**config.mk**
```make
export PLATFORM = sky130hd
export DESIGN_NAME = intersection_phase_scheduler
export DESIGN_NICKNAME = d
export VERILOG_FILES = /design/src/rtl/intersection_phase_scheduler_pkg.sv /design/src/rtl/intersection_phase_scheduler_bcd_down_counter.sv /design/src/rtl/intersection_phase_scheduler.sv
export SDC_FILE = /design/constraint.sdc
export NUM_CORES = 1
export LEC_CHECK = 0
export ABC_AREA = 1
export CORE_AREA = 2 2 64 66
export DETAILED_ROUTE_END_ITERATION = 7
export DIE_AREA = 0 0 66 68
export PLACE_DENSITY = 0.77
export SYNTH_ARGS = -nofsm -noshare
export SYNTH_HDL_FRONTEND = slang
export SYNTH_SLANG_ARGS = --single-unit
```
**constraint.sdc**
```tcl
create_clock -name CLK -period 1.7 [get_ports CLK]
set_input_delay 0.34 -clock CLK [delete_from_list [all_inputs] [get_ports CLK]]
set_output_delay 0.34 -clock CLK [all_outputs]
set_load 0.01 [all_outputs]
```
**src/rtl/intersection_phase_scheduler_pkg.sv**
```systemverilog
// intersection_phase_scheduler_pkg: phase states, lamp codes and BCD helpers
package intersection_phase_scheduler_pkg;
  typedef enum logic [2:0] {
    NS_GREEN, NS_YELLOW, RED_TO_EW, EW_GREEN, EW_YELLOW, RED_TO_NS
  } phase_e;
  localparam logic [2:0] LAMP_RED = 3'b100;
  localparam logic [2:0] LAMP_YEL = 3'b010;
  localparam logic [2:0] LAMP_GRN = 3'b001;
  typedef logic [3:0] bcd_t;
  function automatic logic [7:0] to_bcd(input int v);
    return {4'(v / 10), 4'(v % 10)};
  endfunction
endpackage

```
**src/rtl/intersection_phase_scheduler_bcd_down_counter.sv**
```systemverilog
// bcd_down_counter: two-digit BCD down counter with load and is-one flag
module bcd_down_counter
  import intersection_phase_scheduler_pkg::*;
#(
  parameter logic [7:0] RST_VAL = 8'h19
) (
  input  logic       CLK,
  input  logic       Reset,
  input  logic       load,
  input  logic [7:0] load_val,
  input  logic       dec,
  output logic [3:0] tens,
  output logic [3:0] ones,
  output logic       is_one
);
  bcd_t tens_q, tens_d, ones_q, ones_d;
  // load wins over decrement; ones borrow from tens
  always_comb begin
    tens_d = load ? load_val[7:4] : (dec && ones_q == 4'd0) ? tens_q - 4'd1 : tens_q;
    ones_d = load ? load_val[3:0] : !dec ? ones_q : (ones_q == 4'd0) ? 4'd9 : ones_q - 4'd1;
  end
  // digit registers
  always_ff @(posedge CLK or negedge Reset) begin
    if (!Reset) begin
      tens_q <= RST_VAL[7:4];
      ones_q <= RST_VAL[3:0];
    end else begin
      tens_q <= tens_d;
      ones_q <= ones_d;
    end
  end
  assign tens   = tens_q;
  assign ones   = ones_q;
  assign is_one = tens_q == 4'd0 && ones_q == 4'd1;
endmodule

```
**src/rtl/intersection_phase_scheduler.sv**
```systemverilog
// intersection_phase_scheduler: demand-actuated two-road signal phase controller
module intersection_phase_scheduler
  import intersection_phase_scheduler_pkg::*;
#(
  parameter int TICK_DIV  = 50,
  parameter int MIN_GREEN = 5,
  parameter int MAX_GREEN = 19,
  parameter int YELLOW    = 3,
  parameter int ALL_RED   = 1,
  parameter int PED_WALK  = 7
) (
  input  logic       CLK,
  input  logic       Reset,
  input  logic       req_ns,
  input  logic       req_ew,
  input  logic       ped_ns_btn,
  input  logic       ped_ew_btn,
  output logic [2:0] lamp_ns,
  output logic [2:0] lamp_ew,
  output logic       walk_ns,
  output logic       walk_ew,
  output logic [3:0] cnt_tens,
  output logic [3:0] cnt_ones,
  output logic       direction,
  output logic       tick
);
  localparam int PW = $clog2(TICK_DIV + 1);
  localparam logic [7:0] MAX_B = to_bcd(MAX_GREEN);
  localparam logic [7:0] YEL_B = to_bcd(YELLOW);
  localparam logic [7:0] RED_B = to_bcd(ALL_RED);
  phase_e state_q, state_d;
  logic [PW-1:0] pre_q, pre_d;
  logic [7:0] el_q, el_d, el_nx, load_val;
  logic tick_q, walk_ns_q, walk_ns_d, walk_ew_q, walk_ew_d;
  logic ped_ns_q, ped_ns_d, ped_ew_q, ped_ew_d;
  logic green, own, opp, is_one, go_yel, enter_ns, enter_ew, load;
  assign pre_d    = (pre_q == PW'(TICK_DIV - 1)) ? '0 : pre_q + PW'(1);
  assign green    = state_q == NS_GREEN || state_q == EW_GREEN;
  assign own      = (state_q == NS_GREEN) ? (req_ns | walk_ns_q) : (req_ew | walk_ew_q);
  assign opp      = (state_q == NS_GREEN) ? (req_ew | ped_ew_q) : (req_ns | ped_ns_q);
  assign el_nx    = el_q + 8'd1;
  assign go_yel   = green & opp & (is_one | (el_nx >= 8'(MIN_GREEN) & !own));
  assign enter_ns = tick_q & is_one & state_q == RED_TO_NS;
  assign enter_ew = tick_q & is_one & state_q == RED_TO_EW;
  assign load     = tick_q & (state_d != state_q | (green & is_one));
  assign load_val = (state_d == NS_GREEN || state_d == EW_GREEN) ? MAX_B :
                    (state_d == NS_YELLOW || state_d == EW_YELLOW) ? YEL_B : RED_B;
  assign el_d      = !tick_q ? el_q : load ? 8'd0 : el_nx;
  assign walk_ns_d = enter_ns ? (ped_ns_q | ped_ns_btn) :
                     (tick_q && el_nx >= 8'(PED_WALK)) ? 1'b0 : walk_ns_q;
  assign walk_ew_d = enter_ew ? (ped_ew_q | ped_ew_btn) :
                     (tick_q && el_nx >= 8'(PED_WALK)) ? 1'b0 : walk_ew_q;
  assign ped_ns_d  = enter_ns ? 1'b0 : (ped_ns_btn & !walk_ns_q) ? 1'b1 : ped_ns_q;
  assign ped_ew_d  = enter_ew ? 1'b0 : (ped_ew_btn & !walk_ew_q) ? 1'b1 : ped_ew_q;
  // phase state register
  always_ff @(posedge CLK or negedge Reset) begin
    if (!Reset) state_q <= NS_GREEN;
    else        state_q <= state_d;
  end
  // advance around the ring on a tick: green on gap/max-out, others when their count expires
  always_comb begin
    state_d = state_q;
    if (tick_q && (go_yel || (!green && is_one)))
      state_d = (state_q == RED_TO_NS) ? NS_GREEN : phase_e'(state_q + 3'd1);
  end
  // lamps and direction decoded from the registered phase
  always_comb begin
    lamp_ns   = (state_q == NS_GREEN) ? LAMP_GRN : (state_q == NS_YELLOW) ? LAMP_YEL : LAMP_RED;
    lamp_ew   = (state_q == EW_GREEN) ? LAMP_GRN : (state_q == EW_YELLOW) ? LAMP_YEL : LAMP_RED;
    direction = state_q inside {NS_GREEN, NS_YELLOW, RED_TO_EW};
  end
  // prescaler, tick, elapsed green time, walk lamps and ped latches
  always_ff @(posedge CLK or negedge Reset) begin
    if (!Reset) begin
      pre_q     <= '0;
      tick_q    <= 1'b0;
      el_q      <= 8'd0;
      walk_ns_q <= 1'b0;
      walk_ew_q <= 1'b0;
      ped_ns_q  <= 1'b0;
      ped_ew_q  <= 1'b0;
    end else begin
      pre_q     <= pre_d;
      tick_q    <= pre_d == PW'(TICK_DIV - 1);
      el_q      <= el_d;
      walk_ns_q <= walk_ns_d;
      walk_ew_q <= walk_ew_d;
      ped_ns_q  <= ped_ns_d;
      ped_ew_q  <= ped_ew_d;
    end
  end
  bcd_down_counter #(.RST_VAL(MAX_B)) u_cnt (
    .CLK      (CLK),
    .Reset    (Reset),
    .load     (load),
    .load_val (load_val),
    .dec      (tick_q & !load),
    .tens     (cnt_tens),
    .ones     (cnt_ones),
    .is_one   (is_one)
  );
  assign walk_ns = walk_ns_q;
  assign walk_ew = walk_ew_q;
  assign tick    = tick_q;
endmodule
```
**Run 1: gate-type map**

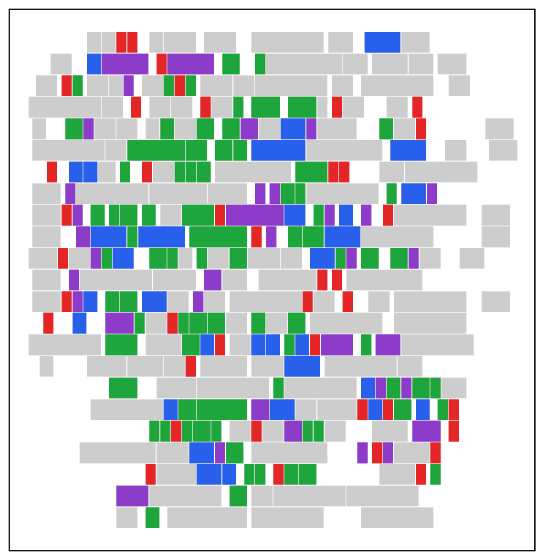
[NOR gates] purple | cells: 35 | most used: nor2_1
[inverting AOI/OAI gates] blue | cells: 31 | most used: o21ai_0
[NAND gates] green | cells: 79 | most used: nand2_1
[inverters] red | cells: 40 | most used: inv_1 | where: widely spread

**Run 1: routing congestion map**

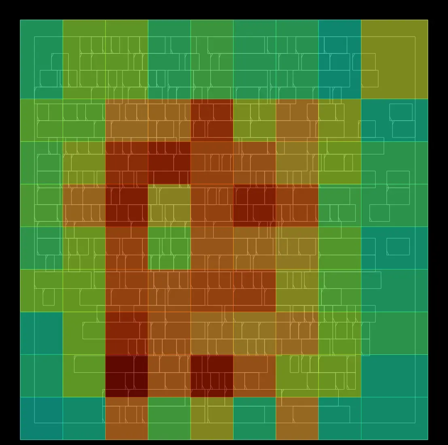
routed len/inst: 14.00 um
met2 Resource Use GR: 35.35%

**Run 1: sequential cells grouped by signal name**

Scale bar: 20 um.
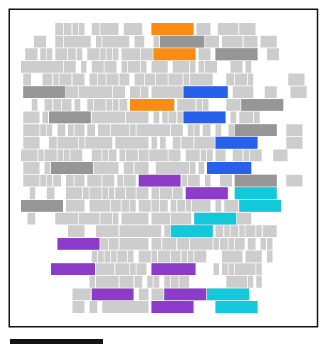
[el_q] purple | sequential cells: 8 | where: bottom centre
[u_cnt.ones] blue | sequential cells: 4
[state_q] orange | sequential cells: 3
[pre_q] cyan | sequential cells: 6
not coloured: 9

==> Changelog: implementation <==
## Flow update

* Outcome: finished with violations
* Failing checks: negative setup slack
* Mapped Nets at 249
* RSZ-0062 raised after global routing: yes
* AND/OR/NAND/NOR Cells, Area Fraction at 29.94%
* Die width at about 66 um
* GR peak layer: met2
* PwrDens at 480.1 nW/um^2
* Vias in the first global route at 1690
* Net Sw Frac at between 20 and 25%
* Pre-Place Util at 46.82%
* Crit path max-delay family: simple AND/OR/NAND/NOR gates
* Top Layout Cells: buf_4, inv_1, nand2_1
* Setup slack after layout at -422.7 ps
* HPWL after DPL at 3.001 mm
* Chip Area, Yosys at 1805 sq um
* Setup TNS at -6674 ps
* Met3 Usage GRT at under 10%
* Dpl ws at -299.1 ps
* Biggest regs: el_q: 8 flops, pre_q: 6 flops
* Switch Pwr at 0.3052 mW
* Max-cap viol count at 0
* Ant diodes at 0
* Dominant cell area share at 37.42%
* Number of port buffers at 23
* Area leader, netlist: dfrtp_1
* R2r startpoint: el_q[1]
* Final tally of setup violations at 22
* Adders+Majority by Area at 6.237%
* Biggest Area Class: multi-input combinational cells
* # Taps at 50
* Final ANT Viol Nets at 0
* Layout cells sized above 1 at 41.99%
* H-tree depth at 2
* Post-synth regs at 30
* Critical R2R Capture: u_cnt.ones[1]
* Primary flip-flop cell chosen by synthesis mapping: dfrtp_1
* Logic pwr share at under 10%
* Cts bufs inserted at 5
* IO Pins at 24
* CP Cell Sequence: buf_6 > inv_1 > ha_2 > o21ai_1 > nand2_1 > inv_1 > nand3_2 > nand2_2 > nand2_4 > nand2_8 > nand2_8 > nor2_8 > nand2_2 > nand2_1 > nand2_1 > nand3_1
* Final hold slack at 432.2 ps
* Complex Gates by Area at between 10% and 20%
* Post-CTS setup buffer count at 5
* Post_cts resized at 47
* Fill cell count at 260
* Cells after Synth at 234
* DRT iter0 DRCs at 135
* Non-CTS inverters at 40
* Flop share of the area at 26.78%
* Seq power at 0.714 mW
* TritonCTS clock tree: done
* CP required at just under 2000 ps
* Sequential power share at between 50% and 60%
* Maximum number of pins on one net before global-route repair at 31
Power figures rest on the tool's default switching activity, not on a simulated workload.
